===== src/rtl/mul_ctrl_pkg.sv =====
// rtl/mul_ctrl_pkg.sv - op encodings, FSM states and defaults for the sequential multiplier controller.
package mul_ctrl_pkg;

   localparam logic [1:0] OP_MUL    = 2'b00;
   localparam logic [1:0] OP_MULH   = 2'b01;
   localparam logic [1:0] OP_MULHSU = 2'b10;
   localparam logic [1:0] OP_MULHU  = 2'b11;

   localparam int CALC_CYCLES_DEF = 2;

   typedef enum logic [1:0] {
      ST_IDLE = 2'b00,
      ST_CALC = 2'b01,
      ST_DONE = 2'b10
   } state_e;

endpackage


===== src/rtl/mul_op_decode.sv =====
// rtl/mul_op_decode.sv - maps a multiply op to operand signedness and result half select.
module mul_op_decode
   import mul_ctrl_pkg::*;
(
   input  logic [1:0] op,
   output logic       s1,
   output logic       s2,
   output logic       hi_sel
);

   always_comb begin
      s1     = 1'b1;
      s2     = 1'b1;
      hi_sel = 1'b1;
      case (op)
         OP_MUL:    hi_sel = 1'b0;
         OP_MULH:   ;
         OP_MULHSU: s2 = 1'b0;
         default: begin
            s1 = 1'b0;
            s2 = 1'b0;
         end
      endcase
   end

endmodule


===== src/rtl/mul_seq_ctrl.sv =====
// rtl/mul_seq_ctrl.sv - request/response sequencer around an external 32x32 combinational multiplier.
// Define MUL_REUSE_EN to answer repeated operand pairs straight from the last captured product.
module mul_seq_ctrl
   import mul_ctrl_pkg::*;
#(
   parameter int CALC_CYCLES = CALC_CYCLES_DEF,
   parameter int TAG_W       = 4
) (
   input  logic             clk,
   input  logic             rst,
   input  logic             req_valid,
   output logic             req_ready,
   input  logic [1:0]       req_op,
   input  logic [31:0]      req_a,
   input  logic [31:0]      req_b,
   input  logic [TAG_W-1:0] req_tag,
   output logic             resp_valid,
   input  logic             resp_ready,
   output logic [31:0]      resp_data,
   output logic [TAG_W-1:0] resp_tag,
   output logic             mul_s1,
   output logic             mul_s2,
   output logic [31:0]      mul_in1,
   output logic [31:0]      mul_in2,
   input  logic [63:0]      mul_out
);

   localparam logic [3:0] CNT_LOAD = 4'(CALC_CYCLES - 1);

   logic dec_s1, dec_s2, dec_hi;

   mul_op_decode u_dec (
      .op     (req_op),
      .s1     (dec_s1),
      .s2     (dec_s2),
      .hi_sel (dec_hi)
   );

   state_e           state_q, state_d;
   logic [3:0]       cnt_q, cnt_d;
   logic [31:0]      in1_q, in1_d, in2_q, in2_d;
   logic             s1_q, s1_d, s2_q, s2_d;
   logic             hi_q, hi_d;
   logic [TAG_W-1:0] tag_q, tag_d;
   logic [63:0]      product_q, product_d;
   logic             resp_valid_q, resp_valid_d;
   logic             accept;
   logic             reuse_hit;

`ifdef MUL_REUSE_EN
   // The operand registers double as the record of what product_q holds.
   logic reuse_valid_q, reuse_valid_d;
   assign reuse_hit = reuse_valid_q && (req_a == in1_q) && (req_b == in2_q) &&
                      ((req_op == OP_MUL) || ((dec_s1 == s1_q) && (dec_s2 == s2_q)));
`else
   assign reuse_hit = 1'b0;
`endif

   assign req_ready = (state_q == ST_IDLE) || ((state_q == ST_DONE) && resp_ready);
   assign accept    = req_valid && req_ready;

   always_comb begin
      state_d   = state_q;
      cnt_d     = cnt_q;
      in1_d     = in1_q;
      in2_d     = in2_q;
      s1_d      = s1_q;
      s2_d      = s2_q;
      hi_d      = hi_q;
      tag_d     = tag_q;
      product_d = product_q;
`ifdef MUL_REUSE_EN
      reuse_valid_d = reuse_valid_q;
`endif
      case (state_q)
         ST_CALC: begin
            if (cnt_q == 4'd0) begin
               product_d = mul_out;
               state_d   = ST_DONE;
`ifdef MUL_REUSE_EN
               reuse_valid_d = 1'b1;
`endif
            end else begin
               cnt_d = cnt_q - 4'd1;
            end
         end
         ST_DONE: if (resp_ready) state_d = ST_IDLE;
         default: ;
      endcase
      if (accept) begin
         tag_d = req_tag;
         hi_d  = dec_hi;
         if (reuse_hit) begin
            state_d = ST_DONE;
         end else begin
            in1_d   = req_a;
            in2_d   = req_b;
            s1_d    = dec_s1;
            s2_d    = dec_s2;
            cnt_d   = CNT_LOAD;
            state_d = ST_CALC;
`ifdef MUL_REUSE_EN
            reuse_valid_d = 1'b0;
`endif
         end
      end
      resp_valid_d = (state_d == ST_DONE);
   end

   always_ff @(posedge clk) begin
      if (rst) begin
         state_q      <= ST_IDLE;
         cnt_q        <= 4'd0;
         in1_q        <= 32'd0;
         in2_q        <= 32'd0;
         s1_q         <= 1'b0;
         s2_q         <= 1'b0;
         hi_q         <= 1'b0;
         tag_q        <= '0;
         product_q    <= 64'd0;
         resp_valid_q <= 1'b0;
`ifdef MUL_REUSE_EN
         reuse_valid_q <= 1'b0;
`endif
      end else begin
         state_q      <= state_d;
         cnt_q        <= cnt_d;
         in1_q        <= in1_d;
         in2_q        <= in2_d;
         s1_q         <= s1_d;
         s2_q         <= s2_d;
         hi_q         <= hi_d;
         tag_q        <= tag_d;
         product_q    <= product_d;
         resp_valid_q <= resp_valid_d;
`ifdef MUL_REUSE_EN
         reuse_valid_q <= reuse_valid_d;
`endif
      end
   end

   assign resp_valid = resp_valid_q;
   assign resp_data  = hi_q ? product_q[63:32] : product_q[31:0];
   assign resp_tag   = tag_q;
   assign mul_in1    = in1_q;
   assign mul_in2    = in2_q;
   assign mul_s1     = s1_q;
   assign mul_s2     = s2_q;

endmodule


===== config.mk =====
export PLATFORM = sky130hd
export DESIGN_NAME = mul_seq_ctrl
export DESIGN_NICKNAME = d
export VERILOG_FILES = /design/src/rtl/mul_ctrl_pkg.sv /design/src/rtl/mul_op_decode.sv /design/src/rtl/mul_seq_ctrl.sv
export SDC_FILE = /design/constraint.sdc
export NUM_CORES = 1
export LEC_CHECK = 0
export ABC_AREA = 1
export CORE_ASPECT_RATIO = 0.8
export CORE_UTILIZATION = 30
export CTS_CLUSTER_SIZE = 12
export DETAILED_ROUTE_END_ITERATION = 12
export PLACE_DENSITY = 0.6
export SYNTH_ARGS = -nofsm -noshare
export SYNTH_HDL_FRONTEND = slang
export SYNTH_SLANG_ARGS = --single-unit
export TNS_END_PERCENT = 30

===== constraint.sdc =====
create_clock -name clk -period 3 [get_ports clk]
set_input_delay 0.3 -clock clk [delete_from_list [all_inputs] [get_ports clk]]
set_output_delay 0.3 -clock clk [all_outputs]
set_load 0.05 [all_outputs]

Figure 1. Routing congestion.
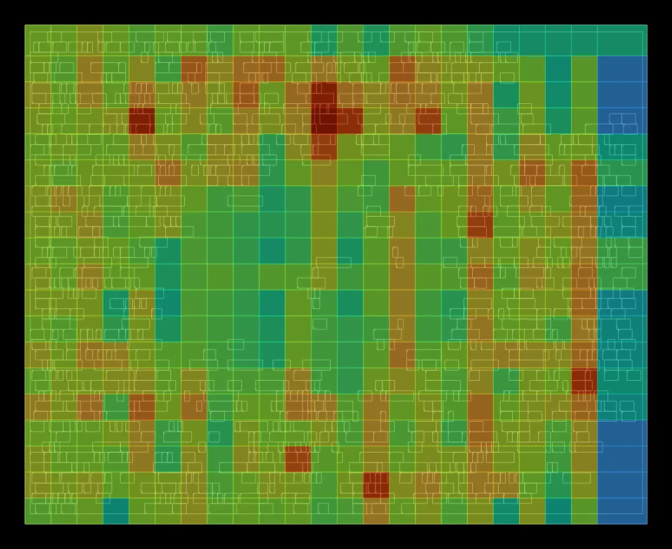
routing usage on met2: 26.2%
GR peak layer: met2

==> run notes <==
impl run done, here's what came out: count of plain and timing-repair buffers=~250, R2R setup slack=1.01 ns, run status=completed, global-route wire length before repair=a little under 30000 um, unique cell type count in the Yosys netlist=29, post-route cell area=approximately 0.0093 sq mm, clock buffer depth=2, parity-gate share of the synthesized area counting xor and xnor cells=0%, WP depth=4, worst max-slew margin expressed relative to the limit=between 40% and 50%, P_comb=around 1500 uW, Resize count post-CTS=0, multi-input gate share of total cell area=between 30% and 40%, Final Skew=between 0.01 and 0.015 ns, total tool warning count=28, Adder Share, Synth=less than 1%, floorplan core area=roughly 0.021 sq mm, most frequent logic cell in the layout=sky130_fd_sc_hd__clkdlybuf4s50_1, R2R Path End=product_q[52]$_SDFFE_PP0P_, synthesized netlist cell count=roughly 760, clk cell area share=under 10%, sum of overflow across all layers after global routing=0, layout cell share with drive strength beyond 1=17.6%, metal3 WL=around 1900 um, path type of the worst min-delay path=input port to register, die footprint=roughly 0.022 sq mm, M3 GR Usage=about 8.5%, Worst Hold Launch=rst, Routed Wire Length=around 18000 um, count of flip-flops with a built-in enable after synthesis=0, net load switching power=between 1500 and 2000 uW, Top cells excl fill/tap=sky130_fd_sc_hd__clkdlybuf4s50_1 (240), sky130_fd_sc_hd__nor2_1 (144), sky130_fd_sc_hd__dfxtp_1 (141), post-synthesis to final-layout area growth=45.6%, Synth Net Count=approximately 900, Top FF cell, synth=sky130_fd_sc_hd__dfxtp_1, Total Neg Setup Slack=0 ns, Detailed Place HPWL=roughly 12000 um, async set or reset register ratio after synthesis=0%, reported clock group power=2110 uW, Worst Setup End Kind=output pin, via count=~5700, average cell area after synthesis=8.43 sq um, met1 GRT Util=a little over a fifth, leakage power figure=0.00326 uW, worst-margin pin slew=around 0.79 ns, combinational group share of total power=between 20 and 30%, number of rows created at floorplan=47, Pwr Density=approximately 620 mW/mm^2, clock buffer count from CTS=17, reg-to-reg startpoint=cnt_q[0]$_SDFFE_PP0P_, Largest area class, layout=sequential cells, upper clock frequency limit=roughly 360 MHz, met1 routed wirelength after detailed routing=between 8000 and 9000 um, Worst-Skew Late Latency=roughly 0.42 ns, launch point of the critical path=hi_q$_SDFFE_PP0P_, maximum number of pins on one net before global-route repair=slightly above 70, max reg flops=roughly 64, initial drt markers=~250, DIE HEIGHT=132 um, clock tree root driver cell=sky130_fd_sc_hd__clkbuf_16, sequential cells=between 100 and 150, initial antenna violation count=0, count of multi-input gates=between 500 and 600, type of the worst setup path=register to output pin, Required @ worst endpoint=roughly 2.7 ns, Critical Path, Cell by Cell=buf_4, nand2_1, o21ai_0, clkdlybuf4s50_1, per-cell via count in the routed design=around 4.5, area fraction in mux cells=0%, aoi share=between 15 and 20%, share of power burned in the clock network=36.8%, CTS clk-pin slew, worst paths=approximately 0.06 ns, Biggest register=product_q, maximum cell stage delay along the critical path=between 0.8 and 0.9 ns, number of placed I/O pins=approximately 240, sequential cell fraction of total power=37.3%, power consumed by sequential cells=about 2100 uW, post-synthesis instance area=~0.0064 sq mm, number of global-route vias before repair=~5500, crit path max fanout=35, yosys warning tally=0, top routing layer in use=met4, number of clock sinks=between 100 and 150, clock buffers=18, buffer and inverter count on the worst path=2, cell internal power dissipation=3780 uW, simple share=a little over a quarter, number of design rule violations left after detail routing=0, gp weighted congestion=about 0.77, multi-input gate area in the final layout=roughly 0.0028 sq mm, Worst Setup Start Kind=register, count of inserted antenna diode cells=0, final number of max-transition violations=0, Hold Path End=product_q[34]$_SDFFE_PP0P_, die width=about 160 um, met2 wire length=between 8000 and 9000 um, number of endpoints failing setup at the final stage=0, clock tree from TritonCTS=built, Main logic family=simple AND/OR/NAND/NOR gates, final hold viol count=0, data arrival time of the worst path=approximately 2.5 ns, sw frac=~34%, part of the Yosys area used for sequential elements=between 40% and 50%, FP Util=around 31%, final antenna-violating net count=0, cell count listed in synth_stat.txt=756, MaxCap Viol Count=0, register share of the cell area=slightly above 30%, final clock period utilization by the worst path=92.4%, fin nets=around 1100, count of fill cells added during filler insertion=between 2000 and 2500, number of detailed-route iterations in the first pass=4, synthesized chip area reported by yosys=~0.0064 sq mm, non-clock buffer area fraction after layout=27.1%, destination of the critical timing path=resp_data[10]
Figure 2. Layout detail.
Window x 111 to 136, y 87 to 112 um. Cells in gray, sequential cells in the stronger gray; small squares are vias.
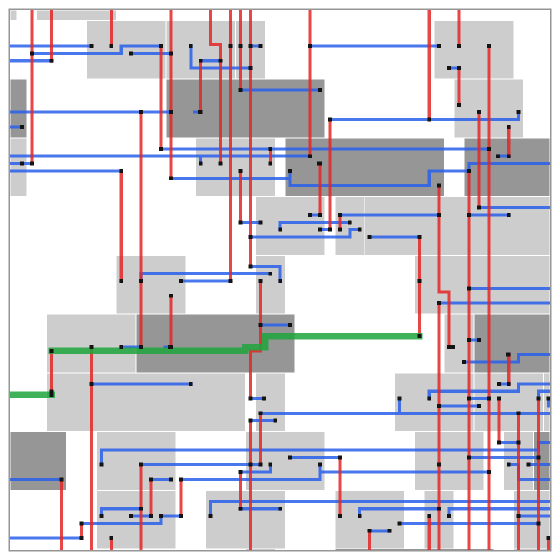
Key: met2 = red; met1 = blue; met3 = green
Most frequent: nand3_2 (6), a21oi_2 (6), nand2_1 (5). Netlist names of flops here include `product_q` (4). 30 logic cells have their middle in the window. Sequential cells in the window: 4.

==> Yosys cell counts (2+ instances only) <==
cell type	count	area share [%]
sky130_fd_sc_hd__nand3_2	60	9.4
sky130_fd_sc_hd__clkbuf_2	6	0.47
sky130_fd_sc_hd__nand4_1	2	0.20
sky130_fd_sc_hd__buf_4	9	1.1
sky130_fd_sc_hd__o21ai_0	102	8.0
sky130_fd_sc_hd__nor2_1	144	8.5
sky130_fd_sc_hd__buf_6	3	0.53
sky130_fd_sc_hd__nand3_1	8	0.63
sky130_fd_sc_hd__inv_1	43	2.5
sky130_fd_sc_hd__buf_2	3	0.24
sky130_fd_sc_hd__buf_12	7	2.2
sky130_fd_sc_hd__clkbuf_8	13	2.8
sky130_fd_sc_hd__a21oi_1	8	0.63
sky130_fd_sc_hd__a21oi_2	60	8.2
sky130_fd_sc_hd__clkbuf_1	14	0.82
sky130_fd_sc_hd__inv_4	2	0.20
sky130_fd_sc_hd__dlygate4sd1_1	2	0.27
sky130_fd_sc_hd__dfxtp_1	142	45
sky130_fd_sc_hd__nor3_1	2	0.16
sky130_fd_sc_hd__ha_1	4	0.79
sky130_fd_sc_hd__nand2_1	114	6.7
==> worst register-to-register path: cells and delay by family (launching register included) <==
family | cells | cell delay, ns
flip-flops | 1 | 0.31
adder cells (fa/ha/maj) | 1 | 0.28
AND/OR/NAND/NOR | 3 | 0.36
buffers and inverters | 3 | 0.84
AND-OR/OR-AND | 1 | 0.06
==> per-stage QoR <==
step	hold slack [ns]	worst slack, ns	std cells	util [%]
floorplan	0.407	0.946	756	-
global route	0.315	0.0729	1251	44.7
CTS	0.292	0.162	1251	44.7
detailed placement	0.439	0.628	1219	41.9
global placement	0.439	0.714	1219	41.9
finish	0.323	0.229	1251	44.7
Power is estimated from default activity; no workload was simulated.
